clk_routes.png
(6 px per micron)
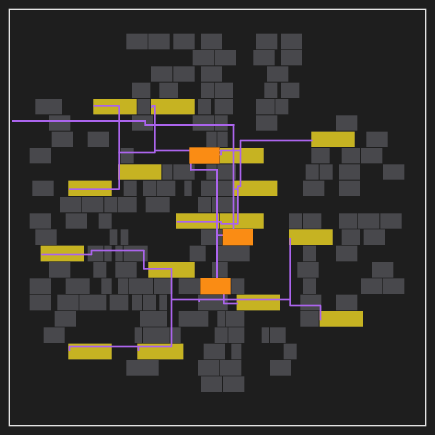
cell_density.png
(6 px per micron) The die is cut into 7 by 7 equal tiles; white is low, dark blue is high, 0 to 100% covered.
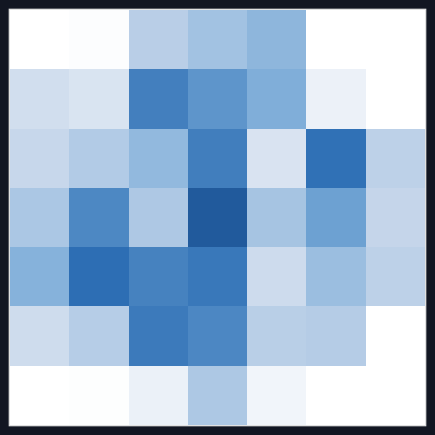
`config.mk`:
```
export PLATFORM = sky130hd
export DESIGN_NAME = bus_mux_switch_n
export DESIGN_NICKNAME = d
export VERILOG_FILES = /design/src/rtl/bus_mux_switch_n.sv
export SDC_FILE = /design/constraint.sdc
export NUM_CORES = 1
export LEC_CHECK = 0
export CORE_MARGIN = 3
export CORE_UTILIZATION = 25
export CTS_BUF_LIST = sky130_fd_sc_hd__clkbuf_8
export CTS_CLUSTER_SIZE = 24
export DETAILED_ROUTE_END_ITERATION = 7
export GPL_TIMING_DRIVEN = 0
export SLEW_MARGIN = 20
export SYNTH_ARGS = -nofsm -noshare
export SYNTH_HDL_FRONTEND = slang
export SYNTH_SLANG_ARGS = --single-unit
```
`constraint.sdc`:
```
create_clock -name sys_clk -period 1.7 [get_ports sys_clk]
set_input_delay 0.34 -clock sys_clk [delete_from_list [all_inputs] [get_ports sys_clk]]
set_output_delay 0.34 -clock sys_clk [all_outputs]
set_load 0.005 [all_outputs]
```
`src/rtl/bus_mux_switch_n.sv`:
```
// N-source register-bus selector with a registered valid/ready output stage.
// Sources are chosen by a loaded manual index or by a round-robin scan with a fixed dwell per source.
module bus_mux_switch_n #(
    parameter int DATA_W     = 8,
    parameter int NUM_SRC    = 4,
    parameter int SEL_W      = 2,
    parameter int SCAN_DWELL = 4
) (
    input  logic                        sys_clk,
    input  logic                        sys_rst,
    input  logic [NUM_SRC*DATA_W-1:0]   in_data,
    input  logic [SEL_W-1:0]            sel,
    input  logic                        sel_load,
    input  logic                        mode,
    input  logic                        out_ready,
    output logic                        out_valid,
    output logic [DATA_W-1:0]           output_x,
    output logic [SEL_W-1:0]            cur_sel,
    output logic                        sel_err,
    output logic                        scan_wrap
);

    localparam int DWELL_W = $clog2(SCAN_DWELL + 1);
    localparam logic [DWELL_W-1:0] DWELL_LAST = DWELL_W'(SCAN_DWELL - 1);
    localparam logic [SEL_W-1:0]   SEL_LAST   = SEL_W'(NUM_SRC - 1);

    typedef enum logic {
        S_MAN,
        S_SCAN
    } state_t;

    state_t               state_q;
    logic [SEL_W-1:0]     curSel_q;
    logic [DWELL_W-1:0]   dwell_q;
    logic [DATA_W-1:0]    outputX_q;
    logic                 outValid_q;
    logic                 selErr_q;
    logic                 scanWrap_q;

    logic                 cap;
    logic                 selInRange;
    logic                 dwellDone;
    logic [DATA_W-1:0]    srcData_d;
    logic [SEL_W-1:0]     nextSel_d;

    // The output stage accepts new data whenever it is empty or the consumer is taking the current word.
    assign cap        = !outValid_q || out_ready;
    assign selInRange = ({1'b0, sel} < (SEL_W + 1)'(NUM_SRC));
    assign dwellDone  = (dwell_q == DWELL_LAST);
    assign nextSel_d  = (curSel_q == SEL_LAST) ? '0 : curSel_q + SEL_W'(1);

    always_comb begin
        srcData_d = '0;
        for (int k = 0; k < NUM_SRC; k++) begin
            if (curSel_q == SEL_W'(k)) begin
                srcData_d = in_data[k*DATA_W +: DATA_W];
            end
        end
    end

    // Capture always uses the pre-edge cur_sel, so an index change shows up on output_x one edge later.
    always_ff @(posedge sys_clk) begin
        if (sys_rst) begin
            state_q    <= S_MAN;
            curSel_q   <= '0;
            dwell_q    <= '0;
            outputX_q  <= '0;
            outValid_q <= 1'b0;
            selErr_q   <= 1'b0;
            scanWrap_q <= 1'b0;
        end else begin
            selErr_q   <= 1'b0;
            scanWrap_q <= 1'b0;
            if (cap) begin
                outputX_q  <= srcData_d;
                outValid_q <= 1'b1;
            end
            case (state_q)
                S_MAN: begin
                    if (sel_load) begin
                        if (selInRange) begin
                            curSel_q <= sel;
                        end else begin
                            selErr_q <= 1'b1;
                        end
                    end
                    if (mode) begin
                        state_q <= S_SCAN;
                        dwell_q <= '0;
                    end
                end
                S_SCAN: begin
                    // Dwell counts accepted transfers only; a stalled consumer freezes the scan.
                    if (cap) begin
                        if (dwellDone) begin
                            dwell_q    <= '0;
                            curSel_q   <= nextSel_d;
                            scanWrap_q <= (curSel_q == SEL_LAST);
                        end else begin
                            dwell_q <= dwell_q + DWELL_W'(1);
                        end
                    end
                    if (!mode) begin
                        state_q <= S_MAN;
                    end
                end
                default: state_q <= S_MAN;
            endcase
        end
    end

    assign out_valid = outValid_q;
    assign output_x  = outputX_q;
    assign cur_sel   = curSel_q;
    assign sel_err   = selErr_q;
    assign scan_wrap = scanWrap_q;

endmodule

```
==> run_summary.xml <==
<?xml version="1.0" encoding="UTF-8"?>
<metrics>
  <group name="status">
    <metric name="run_status" unit="">finished, final reports clean</metric>
  </group>
  <group name="sta">
    <metric name="hold_viol" unit="">0</metric>
    <metric name="final_critical_path_setup_slack" unit="ps">104</metric>
    <metric name="setup_repair_after_global_routing_missed_its_margin" unit="">no</metric>
    <metric name="slew_headroom" unit="">0.643</metric>
    <metric name="slew_viol_final" unit="">0</metric>
    <metric name="fin_crit_sh" unit="">0.939</metric>
  </group>
  <group name="power">
    <metric name="totalPowerFinal" unit="W">0.00109</metric>
    <metric name="power_switching" unit="W">0.000283</metric>
    <metric name="p_int" unit="W">0.000805</metric>
    <metric name="static-leakage-power" unit="nW">0.636</metric>
    <metric name="p_sw_frac" unit="">0.260</metric>
    <metric name="ir_drop" unit="uV">223</metric>
    <metric name="cellPowerDensity" unit="nW/um^2">673</metric>
  </group>
  <group name="cells_and_area">
    <metric name="instances_no_fill" unit="">204</metric>
    <metric name="comb-cell-share" unit="">0.379</metric>
    <metric name="layout_top_cell_excl_fill_tap" unit="">sky130_fd_sc_hd__clkdlybuf4s50_1</metric>
    <metric name="n_all_buffers" unit="">57</metric>
    <metric name="largest_cell_class_by_area" unit="">logic gates</metric>
    <metric name="comb_cells" unit="">76</metric>
    <metric name="largest_reg_flops" unit="">8</metric>
    <metric name="buf_share" unit="">0.343</metric>
    <metric name="seqAreaFraction" unit="">0.200</metric>
    <metric name="final_layout_size_suffix_gt1_frac" unit="">0.179</metric>
    <metric name="design.final.nets" unit="">201</metric>
    <metric name="top_cells_excl_fill_tap" unit="">49 x sky130_fd_sc_hd__clkdlybuf4s50_1, 14 x sky130_fd_sc_hd__dfxtp_1, 9 x sky130_fd_sc_hd__nor2b_1, 9 x sky130_fd_sc_hd__and3b_2, 9 x sky130_fd_sc_hd__a31oi_1</metric>
    <metric name="seq_cells" unit="">16</metric>
    <metric name="layout.clock.cell_area_share" unit="">0.0341</metric>
    <metric name="final.clkbuf_count" unit="">4</metric>
    <metric name="number_of_signal_net_inverters_in_the_final_layout" unit="">3</metric>
    <metric name="design_area" unit="sq um">1620</metric>
    <metric name="insertedDiodeCount" unit="">0</metric>
  </group>
  <group name="route">
    <metric name="firstDrtPassIters" unit="">4</metric>
    <metric name="antenna_violating_nets_post_route" unit="">0</metric>
    <metric name="vias" unit="">1031</metric>
    <metric name="drt_wl_total" unit="microns">3320</metric>
    <metric name="drt_iter0_markers" unit="">18</metric>
    <metric name="met1_length" unit="microns">1530</metric>
    <metric name="post_drt_via_cell_ratio" unit="">5.05</metric>
  </group>
  <group name="clock_tree">
    <metric name="cts_max_path_buffers" unit="">2</metric>
    <metric name="htreeDepth" unit="">1</metric>
    <metric name="clock-sinks" unit="">16</metric>
    <metric name="worst_setup_hold_path_clk_slew" unit="ps">70</metric>
    <metric name="cts_hold_buffers" unit="">0</metric>
    <metric name="tritoncts.num_buffers" unit="">3</metric>
  </group>
  <group name="critical_path">
    <metric name="ff2ff_setup_slack" unit="ps">130</metric>
    <metric name="path_buffers" unit="">1</metric>
    <metric name="crit_end_category" unit="">output port</metric>
    <metric name="critical_path_required" unit="ps">1360</metric>
    <metric name="worst-path-max-fanout" unit="">11</metric>
    <metric name="worstSetupPathType" unit="">reg -&gt; out</metric>
    <metric name="r2r_cells" unit="">6</metric>
    <metric name="critical_path.max_stage_delay" unit="ps">550</metric>
    <metric name="worst_setup_path_start_kind" unit="">flip-flop</metric>
    <metric name="cpLargestDelayFamily" unit="">buffers and inverters</metric>
    <metric name="timing.rr.end" unit="">output_x[5]$_SDFFE_PP0P_</metric>
  </group>
  <group name="worst_hold_path">
    <metric name="worst_hold_path.endpoint" unit="">dwell_q[2]$_SDFFE_PP0P_</metric>
    <metric name="hold_start" unit="">dwell_q[2]$_SDFFE_PP0P_</metric>
    <metric name="timing.hold.worst.class" unit="">reg -&gt; reg</metric>
  </group>
  <group name="logic_synthesis">
    <metric name="ys.warnings.count" unit="">0</metric>
    <metric name="sequential_area_share_after_synthesis" unit="">0.321</metric>
    <metric name="synth_area" unit="sq um">997</metric>
    <metric name="synth-edff-count" unit="">0</metric>
    <metric name="async_reset_ff_frac" unit="">0</metric>
    <metric name="synthTopCellsByCount" unit="">16 x sky130_fd_sc_hd__dfxtp_1, 9 x sky130_fd_sc_hd__a31oi_1, 9 x sky130_fd_sc_hd__and3b_2, 9 x sky130_fd_sc_hd__nor2b_1, 8 x sky130_fd_sc_hd__o32ai_1</metric>
    <metric name="ys_ff" unit="">16</metric>
    <metric name="synthesized_area_per_cell" unit="sq um">9.68</metric>
    <metric name="post_synth_num_cell_types" unit="">35</metric>
    <metric name="synth_area_leader_cell" unit="">sky130_fd_sc_hd__dfxtp_1</metric>
    <metric name="synth.top_cell.area_share" unit="">0.321</metric>
    <metric name="post_synth_net_total" unit="">147</metric>
  </group>
  <group name="global_route">
    <metric name="grt_first_pass_wirelength" unit="microns">5850</metric>
    <metric name="global_route.overflow_total" unit="">0</metric>
    <metric name="grt_pass1_vias" unit="">1160</metric>
    <metric name="grt_antenna_before_repair" unit="">0</metric>
  </group>
  <group name="die">
    <metric name="fp_util" unit="">0.266</metric>
    <metric name="fp.dieW" unit="microns">69.2</metric>
  </group>
  <group name="placement">
    <metric name="dp.cells" unit="">201</metric>
  </group>
</metrics>
-- clk_routes.png (at the start) --
Orange marks clock drivers, count 3. Purple marks clock wires, length 288 microns. Yellow marks flip-flops, count 16.
There are 4 routed clock nets.
Insertion Delay late pin: 250 ps
clock network fraction of design power: 0.323
Clock group: 0.000352 W
clock skew: 2.69 ps

-- cell_density.png (at the start) --
The mean over all tiles is 33%. 2.0% of the tiles are over 75% full. The densest ninth of the die: middle. The fullest tile reaches 83%. 20% of the tiles are nearly empty.
placeable core area: 3740 sq um
share of the core filled with cells in the final layout: 0.432

## per-layer routing
layer  track usage  vias to the layer above
met4        0.0390                        0
met5             0                        -
li1              -                      505
met1         0.196                      479
met2         0.253                       42
met3        0.0364                        5
## how the worst max path moves through the flow
| stage | from | to | slack, ps | cells after the start |
|---|---|---|---|---|
| CTS | cur_sel[1]$_SDFFE_PP0P_ | output_x[2]$_SDFFE_PP0P_ | 20 | 6 |
| global placement | out_ready | output_x[7]$_SDFFE_PP0P_ | -180 | 6 |
| floorplan | cur_sel[1]$_SDFFE_PP0P_ | output_x[4]$_SDFFE_PP0P_ | 320 | 6 |
| detailed placement | out_ready | output_x[2]$_SDFFE_PP0P_ | -210 | 6 |
| global route | cur_sel[1]$_SDFFE_PP0P_ | output_x[7]$_SDFFE_PP0P_ | 6 | 6 |
| finish | out_valid$_SDFFE_PP0P_ | out_valid | 100 | 1 |
## power groups by stage
| stage | clock network, W | registers, W | logic [W] |
|---|---|---|---|
| 6_report | 0.000352 | 0.000426 | 0.000310 |
| 5_1_grt | 0.000377 | 0.000429 | 0.000342 |
| 4_1_cts | 0.000361 | 0.000426 | 0.000316 |
| 3_5_place_dp | 0 | 0.000433 | 0.000314 |
| 3_3_place_gp | 0 | 0.000432 | 0.000309 |
| 2_1_floorplan | 0 | 0.000431 | 0.000131 |
## timing repair
action | 4_1_cts | 5_1_grt
setup endpoints to repair | 3 | 7
buffers inserted | 0 | 0
gates resized | 2 | 3
pin swaps | 0 | 4
## cells by family (layout without fill, tap and decap cells)
family | after synthesis | after routing | synth area share
other cells | 1 | 1 | 0.00376
fa+ha+maj | 5 | 5 | 0.0627
buf+inv | 11 | 64 | 0.0665
simple gates | 32 | 32 | 0.253
mux | 1 | 1 | 0.0113
compound gates | 37 | 37 | 0.281
flops | 16 | 16 | 0.321
Power and IR drop assume default switching activity.
